==> run_1/met2.png <==
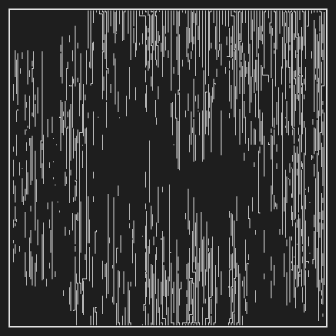
==> run_1/density.png <==
Scale bar: 20 µm. The die is cut into 10 by 10 equal tiles; black is low, pale yellow is high, 0 to 100% covered.
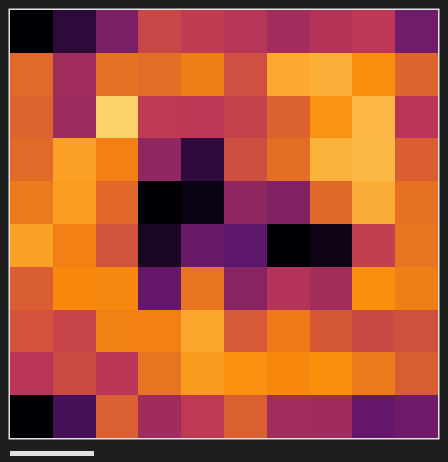
==> run_1/wire_density.png <==
Scale bar: 20 µm. The die is cut into 20 by 20 equal tiles; black is low, pale yellow is high, scaled to the fullest tile. Values are wire area over tile area, all layers added.
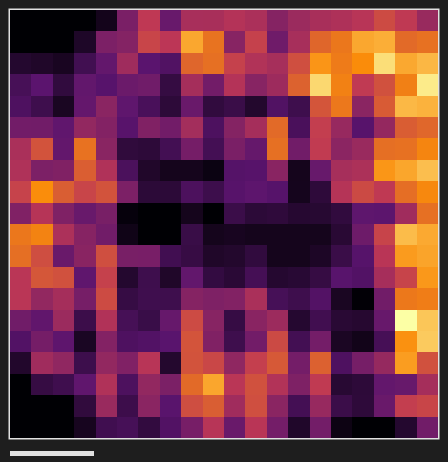
Design dm_arbiter, sky130hd; sources not shown.
==> impl_metrics.env, run 1 <==
# flow metrics
export IMPL_run_status="completed"
export IMPL_area_sequential_um2=1678
export IMPL_finalMaxSlewViolations=0
export IMPL_clockNetworkAreaShare=0.03475
export IMPL_die_h_um=101.5
export IMPL_setup_reg_to_reg_worst_slack_ns=0.85
export IMPL_met3_usage_in_global_routing=0.07108
export IMPL_setup_worst_path_start_class="input pin"
export IMPL_synth_area_per_cell_um2=14.86
export IMPL_cts_setup_buffers=4
export IMPL_clock_power_share=0.244
export IMPL_lay_top_cells="clkdlybuf4s50_1, dfrtp_1, a22o_1, mux2_1, mux2_2"
export IMPL_final_critical_path_setup_slack_ns=0.06107
export IMPL_detailedRoute_firstPassIterationCount=4
export IMPL_tns_ns=0
export IMPL_tritoncts="done"
export IMPL_timing_worst_slew_pin_value_ns=0.8183
export IMPL_netlist_instances=200
export IMPL_avgViaCountPerCell=4.712
export IMPL_ys_top_logic_family="multiplexers"
export IMPL_synthDominantCellAreaShare=0.5556
export IMPL_drc_errors=0
export IMPL_seq_cell_share=0.2913
export IMPL_min_period_over_period=0.9775
export IMPL_clkSinkCount=67
export IMPL_bufAreaShareNonClock=0.4372
export IMPL_seqPwrFrac=0.399
export IMPL_top_layer="met4"
export IMPL_rel_slew_slack=0.4545
export IMPL_grt_max_degree=68
export IMPL_p_comb_frac=0.358
export IMPL_critical_path_n_buffers_inverters=4
export IMPL_synth_edff_count=0
export IMPL_post_synth_ao_oa_area_fraction=0.1465
About met2.png:
The layer holds 54% of the routed length. 531 nets have wire on it. The longest straight run is 55.2 µm.
GR Util met2: 0.3841
via count: 2719
wirelength, routed: 10.66 mm

About density.png:
17% of the tiles are over 75% full. The emptiest ninth of the die: centre. The mean over all tiles is 54%. 4.0% of the tiles are nearly empty. The fullest tile reaches 90%.
Init Core Util: 0.3157
area inside the core boundary: 9415 µm²
Post-Route Utilization: 0.6118

About wire_density.png:
The mean over all tiles is 0.17. 5.8% of the tiles are nearly empty. The emptiest ninth of the die: centre. The densest ninth of the die: upper right. 25% of the tiles are over half the peak. The fullest tile reaches 0.48.
all-layer global routing usage: 0.1978
post-DR wirelength/cell: 18.47 µm

==> run 2, diff against run 1 <==
- CTS_CLUSTER_SIZE: not set -> 25
- clock period: 2.72 -> 3.15 ns (I/O delays scaled with it)
==> run_2/met2.png <==
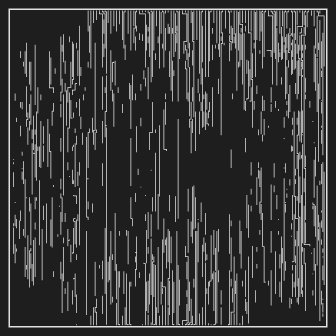
526 nets have wire on it. The layer holds 54% of the routed length. The layer carries 5450 µm of wire.
via count: 2671
wirelength, routed: 10.01 mm

==> run 2 against run 1 <==
Against the previous run: die size unchanged; flip-flop count unchanged; critical path depth down 1; wire length down 6.0%; largest cell class unchanged.
==> impl_metrics.env, run 2 <==
# flow metrics
export IMPL_drc_errors=0
export IMPL_rel_slew_slack=0.4609
export IMPL_top_layer="met4"
export IMPL_global_route_usage_met2=0.3612
export IMPL_synthDominantCellAreaShare=0.5556
export IMPL_bufAreaShareNonClock=0.4241
export IMPL_route_detailed_wl_per_inst_um=17.54
export IMPL_setup_worst_path_start_class="input pin"
export IMPL_run_status="completed"
export IMPL_netlist_instances=200
export IMPL_die_h_um=101.5
export IMPL_synth_edff_count=0
export IMPL_ys_top_logic_family="multiplexers"
export IMPL_critical_path_n_buffers_inverters=4
export IMPL_clock_power_share=0.272
export IMPL_post_synth_ao_oa_area_fraction=0.1465
export IMPL_seq_cell_share=0.2959
export IMPL_seqPwrFrac=0.388
export IMPL_area_sequential_um2=1678
export IMPL_clkSinkCount=67
export IMPL_clockNetworkAreaShare=0.04082
export IMPL_lay_top_cells="clkdlybuf4s50_1, dfrtp_1, a22o_1, mux2_1, mux2_2"
export IMPL_met3_usage_in_global_routing=0.06556
export IMPL_detailedRoute_firstPassIterationCount=4
export IMPL_cts_setup_buffers=0
